## src/rtl/time_set_ctrl.sv

```systemverilog
// Mode and set-up controller for the clock's counter chain.
// RUN forwards the 1 Hz tick and counter carries as the next counter's enables.
// SET states freeze timekeeping. They steer button increments, with
// auto-repeat, into one selected field and blink that field on the display.
module time_set_ctrl #(
  parameter int HOLD_CYC   = 50_000_000,
  parameter int REPEAT_CYC = 12_500_000,
  parameter int TIMEOUT_S  = 30,
  parameter int CNT_W      = 26
) (
  input  logic       clk,
  input  logic       reset_n,
  input  logic       tick_1hz,
  input  logic       btn_mode,
  input  logic       btn_inc,
  input  logic       cy_sec,
  input  logic       cy_min,
  input  logic       cy_hour,
  input  logic       cy_day,
  input  logic       cy_mon,
  output logic       inc_sec,
  output logic       inc_min,
  output logic       inc_hour,
  output logic       inc_day,
  output logic       inc_mon,
  output logic       inc_year,
  output logic       clr_sec,
  output logic [5:0] blank,
  output logic       setting
);

  localparam int TO_W = $clog2(TIMEOUT_S + 1);

  typedef enum logic [2:0] {
    ST_RUN      = 3'd0,
    ST_SET_HOUR = 3'd1,
    ST_SET_MIN  = 3'd2,
    ST_SET_DAY  = 3'd3,
    ST_SET_MON  = 3'd4,
    ST_SET_YEAR = 3'd5
  } state_t;

  state_t           state_r, state_nxt_s;
  logic             mode_prev_r, inc_prev_r, hist_vld_r;
  logic             set_pulse_r, set_pulse_nxt_s;
  logic             clr_sec_r;
  logic             blink_ph_r, blink_nxt_s;
  logic [TO_W-1:0]  to_cnt_r, to_cnt_nxt_s;
  logic             rep_act_r, rep_act_nxt_s;
  logic             rep_ph_r, rep_ph_nxt_s;
  logic [CNT_W-1:0] rep_cnt_r, rep_cnt_nxt_s, rep_lim_s;
  logic [5:0]       blank_r;
  logic             setting_r;
  logic             mode_rise_s, inc_rise_s, in_set_s, run_s;
  logic             timeout_s, state_chg_s;

  // Display mask of the field a SET state edits.
  function automatic logic [5:0] field_mask(input state_t st);
    case (st)
      ST_SET_HOUR: field_mask = 6'b000100;
      ST_SET_MIN:  field_mask = 6'b000010;
      ST_SET_DAY:  field_mask = 6'b001000;
      ST_SET_MON:  field_mask = 6'b010000;
      ST_SET_YEAR: field_mask = 6'b100000;
      default:     field_mask = 6'b000000;
    endcase
  endfunction

  // Edges are ignored until one post-reset sample exists, so a held button is not an edge.
  assign mode_rise_s = hist_vld_r & btn_mode & ~mode_prev_r;
  assign inc_rise_s  = hist_vld_r & btn_inc & ~inc_prev_r;
  assign run_s       = (state_r == ST_RUN);
  assign in_set_s    = ~run_s;
  // A button edge on the same tick restarts the idle count instead of timing out.
  assign timeout_s   = in_set_s & tick_1hz & ~inc_rise_s &
                       (to_cnt_r == TO_W'(TIMEOUT_S - 1));
  assign state_chg_s = (state_nxt_s != state_r);
  assign rep_lim_s   = rep_ph_r ? CNT_W'(REPEAT_CYC) : CNT_W'(HOLD_CYC);

  // Next state: mode edge advances the cycle and takes priority over timeout.
  always_comb begin
    state_nxt_s = state_r;
    if (mode_rise_s) begin
      case (state_r)
        ST_RUN:      state_nxt_s = ST_SET_HOUR;
        ST_SET_HOUR: state_nxt_s = ST_SET_MIN;
        ST_SET_MIN:  state_nxt_s = ST_SET_DAY;
        ST_SET_DAY:  state_nxt_s = ST_SET_MON;
        ST_SET_MON:  state_nxt_s = ST_SET_YEAR;
        ST_SET_YEAR: state_nxt_s = ST_RUN;
        default:     state_nxt_s = ST_RUN;
      endcase
    end else if (timeout_s) begin
      state_nxt_s = ST_RUN;
    end else begin
      state_nxt_s = state_r;
    end
  end

  // Idle timeout and blink phase; both restart whenever the mode changes.
  always_comb begin
    to_cnt_nxt_s = to_cnt_r;
    blink_nxt_s  = blink_ph_r;
    if (!in_set_s || state_chg_s || mode_rise_s || inc_rise_s) begin
      to_cnt_nxt_s = {TO_W{1'b0}};
    end else if (tick_1hz) begin
      to_cnt_nxt_s = to_cnt_r + TO_W'(1);
    end else begin
      to_cnt_nxt_s = to_cnt_r;
    end
    if (!in_set_s || state_chg_s) begin
      blink_nxt_s = 1'b0;
    end else if (tick_1hz) begin
      blink_nxt_s = ~blink_ph_r;
    end else begin
      blink_nxt_s = blink_ph_r;
    end
  end

  // Set pulse generation: edge pulse, then first repeat after HOLD_CYC, then every REPEAT_CYC.
  always_comb begin
    set_pulse_nxt_s = 1'b0;
    rep_act_nxt_s   = rep_act_r;
    rep_ph_nxt_s    = rep_ph_r;
    rep_cnt_nxt_s   = rep_cnt_r;
    if (!in_set_s || state_chg_s || !btn_inc) begin
      rep_act_nxt_s = 1'b0;
      rep_ph_nxt_s  = 1'b0;
      rep_cnt_nxt_s = {CNT_W{1'b0}};
    end else if (inc_rise_s) begin
      set_pulse_nxt_s = 1'b1;
      rep_act_nxt_s   = 1'b1;
      rep_ph_nxt_s    = 1'b0;
      rep_cnt_nxt_s   = CNT_W'(1);
    end else if (rep_act_r) begin
      if (rep_cnt_r == rep_lim_s) begin
        set_pulse_nxt_s = 1'b1;
        rep_ph_nxt_s    = 1'b1;
        rep_cnt_nxt_s   = CNT_W'(1);
      end else begin
        rep_cnt_nxt_s = rep_cnt_r + CNT_W'(1);
      end
    end else begin
      set_pulse_nxt_s = 1'b0;
    end
  end

  // State register and button history.
  always_ff @(posedge clk or negedge reset_n) begin
    if (!reset_n) begin
      state_r     <= ST_RUN;
      mode_prev_r <= 1'b0;
      inc_prev_r  <= 1'b0;
      hist_vld_r  <= 1'b0;
    end else begin
      state_r     <= state_nxt_s;
      mode_prev_r <= btn_mode;
      inc_prev_r  <= btn_inc;
      hist_vld_r  <= 1'b1;
    end
  end

  // Timers, repeat counter and registered pulses.
  always_ff @(posedge clk or negedge reset_n) begin
    if (!reset_n) begin
      to_cnt_r    <= {TO_W{1'b0}};
      blink_ph_r  <= 1'b0;
      rep_act_r   <= 1'b0;
      rep_ph_r    <= 1'b0;
      rep_cnt_r   <= {CNT_W{1'b0}};
      set_pulse_r <= 1'b0;
      clr_sec_r   <= 1'b0;
    end else begin
      to_cnt_r    <= to_cnt_nxt_s;
      blink_ph_r  <= blink_nxt_s;
      rep_act_r   <= rep_act_nxt_s;
      rep_ph_r    <= rep_ph_nxt_s;
      rep_cnt_r   <= rep_cnt_nxt_s;
      set_pulse_r <= set_pulse_nxt_s;
      clr_sec_r   <= run_s & (state_nxt_s == ST_SET_HOUR);
    end
  end

  // Display blanking and setting flag, aligned with the registered state.
  always_ff @(posedge clk or negedge reset_n) begin
    if (!reset_n) begin
      blank_r   <= 6'b000000;
      setting_r <= 1'b0;
    end else begin
      blank_r   <= blink_nxt_s ? field_mask(state_nxt_s) : 6'b000000;
      setting_r <= (state_nxt_s != ST_RUN);
    end
  end

  // RUN cascade is zero-latency; SET enables come only from the registered set pulse.
  assign inc_sec  = run_s & tick_1hz;
  assign inc_min  = run_s ? cy_sec  : (set_pulse_r & (state_r == ST_SET_MIN));
  assign inc_hour = run_s ? cy_min  : (set_pulse_r & (state_r == ST_SET_HOUR));
  assign inc_day  = run_s ? cy_hour : (set_pulse_r & (state_r == ST_SET_DAY));
  assign inc_mon  = run_s ? cy_day  : (set_pulse_r & (state_r == ST_SET_MON));
  assign inc_year = run_s ? cy_mon  : (set_pulse_r & (state_r == ST_SET_YEAR));
  assign clr_sec  = clr_sec_r;
  assign blank    = blank_r;
  assign setting  = setting_r;

endmodule

```

## config.mk

```make
export PLATFORM = sky130hd
export DESIGN_NAME = time_set_ctrl
export DESIGN_NICKNAME = d
export VERILOG_FILES = /design/src/rtl/time_set_ctrl.sv
export SDC_FILE = /design/constraint.sdc
export NUM_CORES = 1
export LEC_CHECK = 0
export CELL_PAD_IN_SITES_DETAIL_PLACEMENT = 1
export CELL_PAD_IN_SITES_GLOBAL_PLACEMENT = 1
export CORE_AREA = 5 5 91 93
export DETAILED_ROUTE_END_ITERATION = 12
export DIE_AREA = 0 0 96 98
export HOLD_SLACK_MARGIN = 0.02
export MAX_ROUTING_LAYER = met4
export PLACE_DENSITY_LB_ADDON = 0.12
export SYNTH_ARGS = -nofsm -noshare
export SYNTH_HDL_FRONTEND = slang
export SYNTH_SLANG_ARGS = --single-unit
```

## constraint.sdc

```tcl
create_clock -name clk -period 3.1 [get_ports clk]
set_clock_uncertainty 0.1 [all_clocks]
set_input_delay 0.93 -clock clk [delete_from_list [all_inputs] [get_ports clk]]
set_output_delay 0.93 -clock clk [all_outputs]
set_load 0.005 [all_outputs]
```

run_1/density.png
10 x 10 tiles, from black (low) to pale yellow (high), 0 to 100% covered.
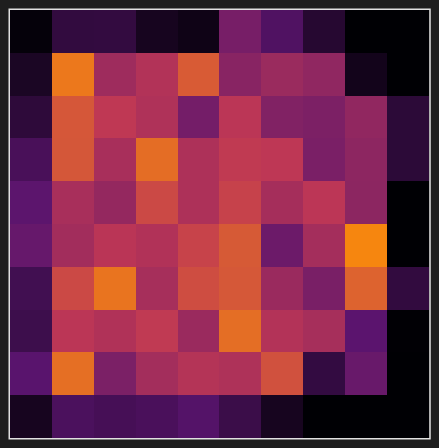
nearly empty tiles	11%
densest ninth of the die	middle
fullest tile	73%
initial core utilization: 38.04%
end-of-flow core utilization: 44.37%

run_1/registers.png
Bar = 20 um. Other sequential cells in the stronger grey, the rest of the logic in the fainter grey.
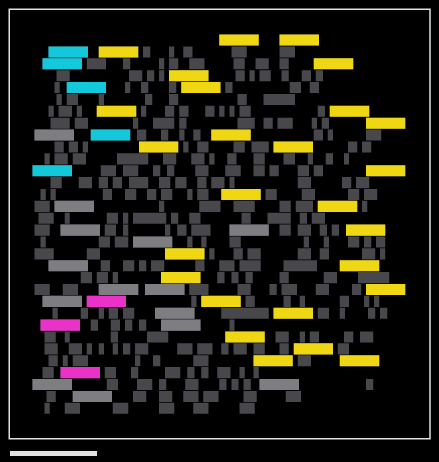
colour	signal	sequential cells
yellow	rep_cnt_r	26
cyan	to_cnt_r	5
magenta	state_r	3
sequential group power: 0.727 mW
Flop area: 1201 sq um

==> results.cfg, run 1 <==
; generated from flow reports
[logic_synthesis]
ys.flops = 48
ys_cells = 300
avgSynthCellArea_sq_um = 9.442
ys_sh_mux_pct = 3.534
synthAoiAreaFrac_pct = 13.16
top_area_cell = dfrtp_1
edf_count = 0
yosys_area_sq_um = 2833
area_leaders = dfrtp_1 42%, nand3_1 4.2%, mux2i_1 3.5%
ys_warn_count = 0
synth_area_sq_um = 2833
ff_type = dfrtp_1
fp_nets = 314
synth.most_common_cell = dfrtp_1
topCombFamilyByArea = simple AND/OR/NAND/NOR gates
synthCells = 300
adder_share_pct = 1.767

[final_layout]
largest_reg_flops = 26
drive_gt1_share_pct = 12.00
largest_register = rep_cnt_r
lay_top_cells = 48 x dfrtp_1, 26 x nand2_1, 24 x nand3_1, 18 x nor2_1, 16 x nand4_1
antennaDiodeCount = 0
stdcell_count = 427
nets = 338
area_delta_synth_final_pct = 16.65
lay_top_count = dfrtp_1

[sta]
rsz0062_at_grt = no
setup_viol = 0
hold_violations = 0
tns_ns = 0
final.period_utilization_pct = 92.08
max_slew_margin_pct = 54.63
slew_violations = 0

[critical_path]
crit_path_start_kind = input pin
startpoint = cy_min
cp.depth = 4
critPathMaxFanout = 1
cp_cell_sequence = clkdlybuf4s50_1 -> mux2i_1 -> nor3_1 -> dlygate4sd2_1
crit_family = buffers and inverters
reg2reg_slack_ns = 0.69
crit_end = inc_hour
crit_buf_inv = 2

[placed_design]
port_buffers = 22
dp_slack_ns = -0.05474
placed_cell_area_sq_um = 3197

[job]
maxCapViolCount = 0
tool_warnings = 28

[floorplan]
fp.coreArea_sq_um = 7447
die_h_um = 98

[pwr]
pwr_density_cell_nw_per_um2 = 519.0
peakVddDrop_mv = 0.3041
p_leak_nw = 1.350

[clock_tree]
cts_hold_buffers = 0
insertion_delay_ns = 0.31
clock_sinks = 48
h-tree-depth = 2
cts_root_buffer = clkbuf_8
cts_buffer_depth = 2
post_cts_resized = 5
path_clk_slew_ns = 0.10
cts_setup_buffers = 0

[worst_hold_path]
hold_end = rep_cnt_r[25]

[grt]
antenna_found_initial = 0
grt_pass1_wl_um = 12440
grt_max_degree = 26

[detailed_routing]
vias = 2428
drc_errors = 0
ant_nets = 0

[outcome]
status = complete, no violations
run_1/metal_stack.png
Bar = 20 um. Only two layers are drawn.
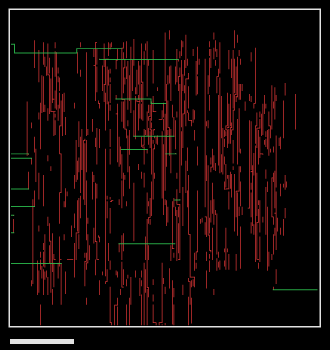
colour	layer	wire length
red	met2	3,620 um
green	met3	176 um
GR Util All Layers: 17.08%
routed wire length: 7290 um
WL/cell: 17.07 um

run 1: per-layer routing:
layer	vias to the layer above	global-route usage (%)	wire length, um
met2	20	27.03	3622
met1	1231	22.51	3418
met3	7	3.236	175
li1	1170	-	-
met5	-	-	0
met4	0	3.939	74
run 1: layout make-up:
class / instances / area [sq um]
clock buffers: 5 / 68.82
clock inverters: 3 / 42.54
fillers: 882 / 4143
inverters: 13 / 48.80
multi-input cells: 218 / 1459
flip-flops and latches: 48 / 1201
well taps: 102 / 127.6
repair buffers: 38 / 356.6
run 1: where the power goes:
part           internal, mW  total [mW]  switching, mW
Clock                 0.239       0.470          0.231
Combinational         0.233       0.518          0.284
Sequential            0.678       0.727         0.0489
Total                  1.15        1.71          0.564
==> run 2: changes to the inputs <==
--- a/config.mk
+++ b/config.mk
@@ -5,6 +5,7 @@
 export SDC_FILE = /design/constraint.sdc
 export NUM_CORES = 1
 export LEC_CHECK = 0
+export CAP_MARGIN = 5
 export CELL_PAD_IN_SITES_DETAIL_PLACEMENT = 1
 export CELL_PAD_IN_SITES_GLOBAL_PLACEMENT = 1
 export CORE_AREA = 5 5 91 93
run_2/density.png
10 x 10 tiles, from black (low) to pale yellow (high), 0 to 100% covered.
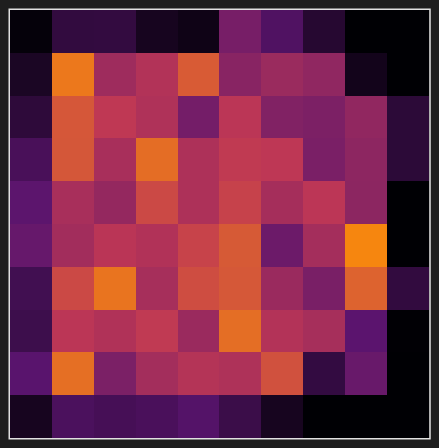
fullest tile	73%
mean over tiles	34%
densest ninth of the die	middle
nearly empty tiles	11%
core area: 7447 sq um

==> results.cfg, run 2 <==
; generated from flow reports
[outcome]
status = complete, no violations

[detailed_routing]
ant_nets = 0
wl_met1_um = 3418
wl_per_cell_um = 17.07
wl_um = 7290
wl_met2_um = 3622
wl_met3_um = 175

[final_layout]
buffer_area_share_pct = 10.79
flop_area_sq_um = 1201
inverters_excl_clock = 13
seq-cell-share_pct = 36.35
comb-cell-share_pct = 44.15
comb_area_sq_um = 1459
fillerInstances = 882
clockNetworkAreaShare_pct = 3.370
logic_gate_count = 218
clkbuf_count = 5
nets = 338
largest_cell_class = combinational gates
largest_register = rep_cnt_r
drive_gt1_share_pct = 12.00
area_delta_synth_final_pct = 16.65
postLayoutCoreUtil_pct = 44.37

[clock_tree]
clock_sinks = 48
insertion_delay_ns = 0.31
post_cts_resized = 5
cts_buffer_depth = 2
cts_root_buffer = clkbuf_8
cts_setup_buffers = 0

[floorplan]
fp_util_pct = 38.04
die_h_um = 98

[pwr]
p_clk_mw = 0.470
p_sw_mw = 0.5640
switching_share_pct = 32.89

[logic_synthesis]
ys_cells = 300
ys.flops = 48
synthCells = 300
fp_nets = 314

[sta]
setup_viol = 0
tns_ns = 0
final.period_utilization_pct = 92.08
rsz0062_at_grt = no

[job]
maxCapViolCount = 0

[placed_design]
dp_slack_ns = -0.05474

[critical_path]
startpoint = cy_min

[grt]
top_usage_layer = met2
grt_max_degree = 26
grtUsageMet3_pct = 3.236
track_usage_pct = 17.08
## run 2: cell families after synthesis
kind of cell | count (synthesis) | synth area share [%]
compound gates | 51 | 13.16
xor+xnor | 8 | 2.474
fa+ha+maj | 4 | 1.767
buf+inv | 34 | 6.802
flops | 48 | 42.40
mux | 10 | 3.534
other cells | 2 | 0.2651
simple gates | 143 | 29.59
## run 2: final timing paths
kind                                  to  cells past startpoint
hold reg to reg            rep_cnt_r[25]                      1
max in group asynchronous    to_cnt_r[3]                      2
setup reg to reg            rep_cnt_r[5]                      7
min in group asynchronous   rep_cnt_r[7]                      1
setup / recovery                inc_hour                      4
hold / removal             rep_cnt_r[25]                      1
## run 2: critical path, stage by stage
cell             delay [ns]
clkdlybuf4s50_1        0.46
mux2i_1                0.06
nor3_1                 0.12
dlygate4sd2_1          0.25
==> run 3: changes to the inputs <==
--- a/config.mk
+++ b/config.mk
@@ -9,6 +9,7 @@
 export CELL_PAD_IN_SITES_DETAIL_PLACEMENT = 1
 export CELL_PAD_IN_SITES_GLOBAL_PLACEMENT = 1
 export CORE_AREA = 5 5 91 93
+export CTS_CLUSTER_DIAMETER = 80
 export DETAILED_ROUTE_END_ITERATION = 12
 export DIE_AREA = 0 0 96 98
 export HOLD_SLACK_MARGIN = 0.02
run_3/registers.png
Bar = 20 um. Other sequential cells in the stronger grey, the rest of the logic in the fainter grey.
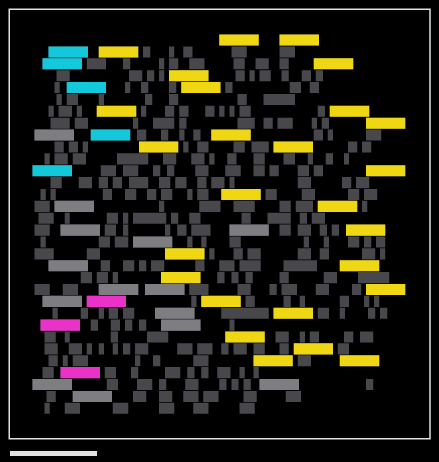
colour	signal	sequential cells
cyan	to_cnt_r	5
magenta	state_r	3
yellow	rep_cnt_r	26
not coloured	14
sequential share of cell area: 36.35%

==> results.cfg, run 3 <==
; generated from flow reports
[clock_tree]
insertion_delay_ns = 0.31
h-tree-depth = 2
clock_sinks = 48
post_cts_resized = 5
path_clk_slew_ns = 0.10
cts_buffer_depth = 2
cts_setup_buffers = 0
cts_root_buffer = clkbuf_8
cts_hold_buffers = 0

[pwr]
pwr_density_cell_nw_per_um2 = 519.0
power_leader = sequential cells
peakVddDrop_mv = 0.3041
p_clk_mw = 0.470
p_leak_nw = 1.350
p_int_mw = 1.151
seq_power_share_pct = 42.4
p_sw_mw = 0.5640
p_comb_mw = 0.518
clock_power_share_pct = 27.4
comb_power_share_pct = 30.2
p_seq_mw = 0.727

[final_layout]
largest_register = rep_cnt_r
area_delta_synth_final_pct = 16.65
drive_gt1_share_pct = 12.00
fillerInstances = 882
nets = 338
lay_top_count = dfrtp_1
postLayoutCoreUtil_pct = 44.37
largest_reg_flops = 26
antennaDiodeCount = 0
stdcell_count = 427
lay_top_cells = 48 x dfrtp_1, 26 x nand2_1, 24 x nand3_1, 18 x nor2_1, 16 x nand4_1

[detailed_routing]
ant_nets = 0
wl_met2_um = 3622
wl_per_cell_um = 17.07
wl_um = 7290
top_layer = met4
vias = 2428
drc_errors = 0
wl_met1_um = 3418
wl_met3_um = 175

[logic_synthesis]
fp_nets = 314
simple_gate_area_share_pct = 29.59
synthCells = 300
ys_sh_mux_pct = 3.534
ys.flops = 48
synth_area_sq_um = 2833
ys_warn_count = 0
area_leaders = dfrtp_1 42%, nand3_1 4.2%, mux2i_1 3.5%
ff_type = dfrtp_1
synthAoiAreaFrac_pct = 13.16
ys_cells = 300
top_cell_area_share_pct = 42.40
xor_share_pct = 2.473
edf_count = 0
adder_share_pct = 1.767
yosys_area_sq_um = 2833
top_area_cell = dfrtp_1
synth.most_common_cell = dfrtp_1

[floorplan]
die_h_um = 98
fp_util_pct = 38.04

[placed_design]
dp_slack_ns = -0.05474
placed_cell_area_sq_um = 3197
port_buffers = 22

[critical_path]
critPathMaxFanout = 1
crit_buf_inv = 2
cp_cell_sequence = clkdlybuf4s50_1 -> mux2i_1 -> nor3_1 -> dlygate4sd2_1
cpPeakStageDelay_ns = 0.46
startpoint = cy_min
crit_family = buffers and inverters
slowest_stage = clkdlybuf4s50_1

[outcome]
status = complete, no violations

[sta]
hold_violations = 0
rsz0062_at_grt = no
max_slew_margin_pct = 54.63
tns_ns = 0
slew_violations = 0
whs_ns = 0.4223
final.period_utilization_pct = 92.08

[job]
maxCapViolCount = 0

[grt]
grt_max_degree = 26
grtUsageMet3_pct = 3.236
track_usage_pct = 17.08
grt_pass1_wl_um = 12440
gr-usage-met1_pct = 22.51
grt.met2_usage_pct = 27.03
antenna_found_initial = 0
## run 3: cell counts after synthesis
No cell type changed its count.
## run 3: final timing paths
path	to	slack, ns	cells past startpoint
setup / recovery	inc_hour	0.25	4
hold / removal	rep_cnt_r[25]	0.42	1
setup reg to reg	rep_cnt_r[5]	0.69	7
hold reg to reg	rep_cnt_r[25]	0.42	1
max in group asynchronous	to_cnt_r[3]	1.85	2
min in group asynchronous	rep_cnt_r[7]	0.51	1
## run 3: area by class of cell
cell class                      count  area [sq um]  share of cell area (%)
Tap cell                          102         127.6                   3.862
Sequential cell                    48          1201                   36.35
Clock buffer                        5         68.82                   2.083
Inverter                           13         48.80                   1.477
Multi-Input combinational cell    218          1459                   44.15
Timing Repair Buffer               38         356.6                   10.79
Clock inverter                      3         42.54                   1.287
Power is estimated from default activity; no workload was simulated.
